`src/rtl/program_fetch.sv`:
```
// Instruction fetch stage: walks PC from RESET_PC to END_PC into a
// one-entry output slot with valid/ready handshake and branch redirect.
module program_fetch #(
  parameter logic [7:0] RESET_PC = 8'h01,
  parameter logic [7:0] END_PC   = 8'h03
) (
  input  logic       clk,
  input  logic       reset,
  input  logic       start,
  output logic [7:0] PC_Address,
  input  logic [7:0] instr_in,
  output logic [7:0] instr_out,
  output logic [7:0] instr_pc,
  output logic       instr_valid,
  input  logic       instr_ready,
  input  logic       branch_valid,
  input  logic [7:0] branch_target,
  output logic       done,
  output logic [7:0] fetch_count
);

  typedef enum logic [1:0] {
    IDLE,
    FETCH,
    HOLD,
    DONE
  } state_t;

  state_t state;

  logic xfer;
  logic slot_free;
  logic at_end;

  assign xfer      = instr_valid & instr_ready;
  assign slot_free = ~instr_valid | instr_ready;
  assign at_end    = (PC_Address == END_PC);

  always_ff @(posedge clk or posedge reset) begin
    if (reset) begin
      fetch_count <= 8'h00;
    end else if (xfer && fetch_count != 8'hFF) begin
      fetch_count <= fetch_count + 8'h01;
    end
  end

  // Branch outranks every other action once the fetch loop is running.
  always_ff @(posedge clk or posedge reset) begin
    if (reset) begin
      state       <= IDLE;
      PC_Address  <= RESET_PC;
      instr_out   <= 8'h00;
      instr_pc    <= 8'h00;
      instr_valid <= 1'b0;
      done        <= 1'b0;
    end else if (state != IDLE && branch_valid) begin
      state       <= FETCH;
      PC_Address  <= branch_target;
      instr_valid <= 1'b0;
      done        <= 1'b0;
    end else begin
      unique case (state)
        IDLE: begin
          if (start) begin
            PC_Address <= RESET_PC;
            state      <= FETCH;
          end
        end
        FETCH: begin
          if (slot_free) begin
            instr_out   <= instr_in;
            instr_pc    <= PC_Address;
            instr_valid <= 1'b1;
            if (at_end) begin
              state <= DONE;
              done  <= 1'b1;
            end else begin
              PC_Address <= PC_Address + 8'h01;
            end
          end else begin
            state <= HOLD;
          end
        end
        HOLD: begin
          if (instr_ready) begin
            instr_valid <= 1'b0;
            state       <= FETCH;
          end
        end
        DONE: begin
          if (xfer) begin
            instr_valid <= 1'b0;
          end
        end
      endcase
    end
  end

endmodule

```
`config.mk`:
```
export PLATFORM = sky130hd
export DESIGN_NAME = program_fetch
export DESIGN_NICKNAME = d
export VERILOG_FILES = /design/src/rtl/program_fetch.sv
export SDC_FILE = /design/constraint.sdc
export NUM_CORES = 1
export LEC_CHECK = 0
export CAP_MARGIN = 20
export CORE_ASPECT_RATIO = 0.6
export CORE_MARGIN = 4
export CORE_UTILIZATION = 50
export CTS_CLUSTER_DIAMETER = 150
export DETAILED_ROUTE_END_ITERATION = 6
export HOLD_SLACK_MARGIN = 0.15
export PLACE_DENSITY_LB_ADDON = 0.15
export SLEW_MARGIN = 25
export SYNTH_ARGS = -nofsm -noshare
export SYNTH_HDL_FRONTEND = slang
export SYNTH_SLANG_ARGS = --single-unit
```
`constraint.sdc`:
```
create_clock -name clk -period 4.11 [get_ports clk]
set_input_delay 0.411 -clock clk [delete_from_list [all_inputs] [get_ports clk]]
set_output_delay 0.411 -clock clk [all_outputs]
set_load 0.02 [all_outputs]
```
m3.png
Scale: 6 px per um.
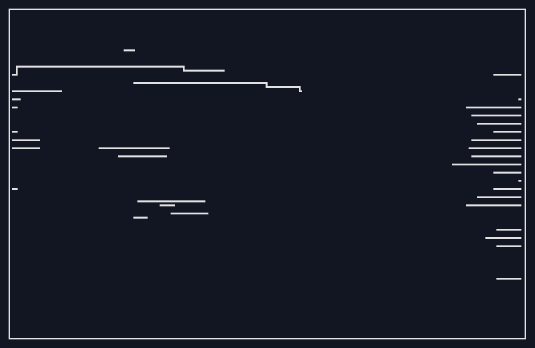
The longest straight run is 27.8 um. The wires run mostly horizontal.

layers.png
Scale: 3 px per um.
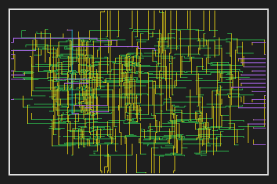
Purple is M3, wire length 240 um. Green is M1, wire length 1,970 um. Yellow is M2, wire length 2,010 um. Cyan is M4, wire length 27.9 um.

clock_nets.png
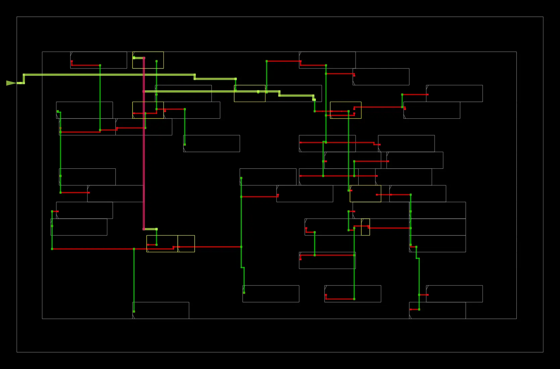
worst skew pair latency: 0.28 ns
clock group power: 0.000261 W
# clk buffers: 7
Num CTS Buffers: 5

clock_wires.png
Scale: 6 px per um.
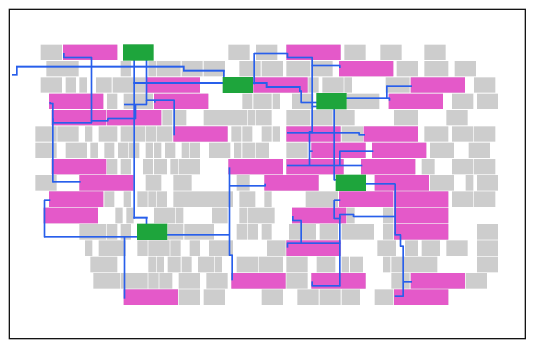
Green is clock-net drivers, count 5. Magenta is flip-flops, count 36. Blue is clock wires, length 442 um.
There are 6 routed clock nets.

gates.png
Scale: 3 px per um.
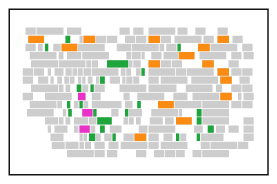
Orange is mux cells, cells 15. Magenta is non-inverting ao/oa cells, cells 3. Green is nand cells, cells 23.

==> reports/highlights.md <==
• **simple-gate share of the synthesized area** 14.3%
• **cell internal power dissipation** 0.00120 W
• **setup tns final** 0 ns
• **number of buffers on the longest clock path** 2
• **fraction of power spent switching nets** 41.1%
• **global-route wire length before repair** 6.82 mm
• **total overflow reported by the global router** 0
• **aggregate global-route resource usage** 19.5%
• **ys cells** 158
• **Cells on Worst Hold Path** 2
• **and-or/or-and share of the synthesized area** 13.9%
• **Final min period** 2.15 ns
• **width of the chip** 85.8 um
• **Worst Hold Launch** instr_pc[4]$_DFFE_PP0P_
• **Synth cell types** 38
• **pin count of the biggest net entering global routing** 30
• **die area** 4690 sq um
• **number of antenna-violating nets in the routed design** 0
• **class of the worst hold path** flop to flop
• **chain of cells forming the critical path** ha_1, nor2b_1, nand3_1, a41oi_4, nor4_1, a221o_1
• **number of buffers inserted for hold repair after clock tree synthesis** 0
• **number of gates given a new drive strength after cts** 0
• **top cell type by total area after synthesis** sky130_fd_sc_hd__dfrtp_1
• **fraction of final layout cells with drive strength greater than 1** 14.3%
• **largest fanout of any net on the critical path** 16
• **I/O pin total** 55
• **wire length per cell after detailed routing** 16.2 um
• **post-DP HPWL** 3.19 mm
• **antenna violations before repair** 0
• **Synth Seq Share** 49.7%
• **result of the run** finished clean
• **Comb pwr share** 54.1%
• **Hold Vio Cnt, Final** 0
• **area share of the largest cell type after synthesis** 48.3%
• **leakage power** 1.05 nW
• **non-filler instance count after layout** 262
• **CP required** 4.28 ns
worst register-to-register path: cells and delay by family, from the launching register on:
| family | cells | cell delay (ns) |
|---|---|---|
| and+or+nand+nor | 3 | 0.54 |
| DFF | 1 | 0.58 |
| AOI/OAI and AO/OA | 2 | 0.72 |
| adders and majority gates | 1 | 0.20 |
cell type report:
cell class / instances / area, sq um
multi-input combinational: 112 / 848
inverter: 6 / 22.5
tap: 45 / 56.3
clock inverter: 1 / 7.51
timing repair buffer: 55 / 548
sequential: 36 / 902
clock buffer: 7 / 86.3
fill: 236 / 892
worst max path at each step:
| stage | from | to | slack [ns] | depth (start not counted) |
|---|---|---|---|---|
| after CTS | PC_Address[0]$_DFFE_PP1P_ | PC_Address[7]$_DFFE_PP0P_ | 1.98 | 6 |
| after global routing | PC_Address[0]$_DFFE_PP1P_ | PC_Address[7]$_DFFE_PP0P_ | 1.80 | 6 |
| after global placement | instr_ready | PC_Address[7]$_DFFE_PP0P_ | 2.03 | 5 |
| final | PC_Address[0]$_DFFE_PP1P_ | PC_Address[7]$_DFFE_PP0P_ | 1.96 | 6 |
| after detailed placement | instr_ready | PC_Address[7]$_DFFE_PP0P_ | 1.93 | 5 |
| after floorplan | PC_Address[0]$_DFFE_PP1P_ | PC_Address[7]$_DFFE_PP0P_ | 2.27 | 6 |
per-layer routing:
layer	global-route usage [%]	up-vias	wire, um
li1	-	680	-
met1	25.5	673	1970
met2	33.0	43	2010
met3	4.81	3	240
met4	5.53	0	27
met5	0	-	0
per-stage QoR:
stage / hold slack (ns) / total power [W] / instance area (sq um)
floorplan: 0.533 / 0.00137 / 1810
finish: 0.495 / 0.00204 / 2470
detailed placement: 0.476 / 0.00178 / 2380
CTS: 0.498 / 0.00205 / 2470
global placement: 0.471 / 0.00174 / 2380
global route: 0.524 / 0.00216 / 2470
Power figures rest on the tool's default switching activity, not on a simulated workload.
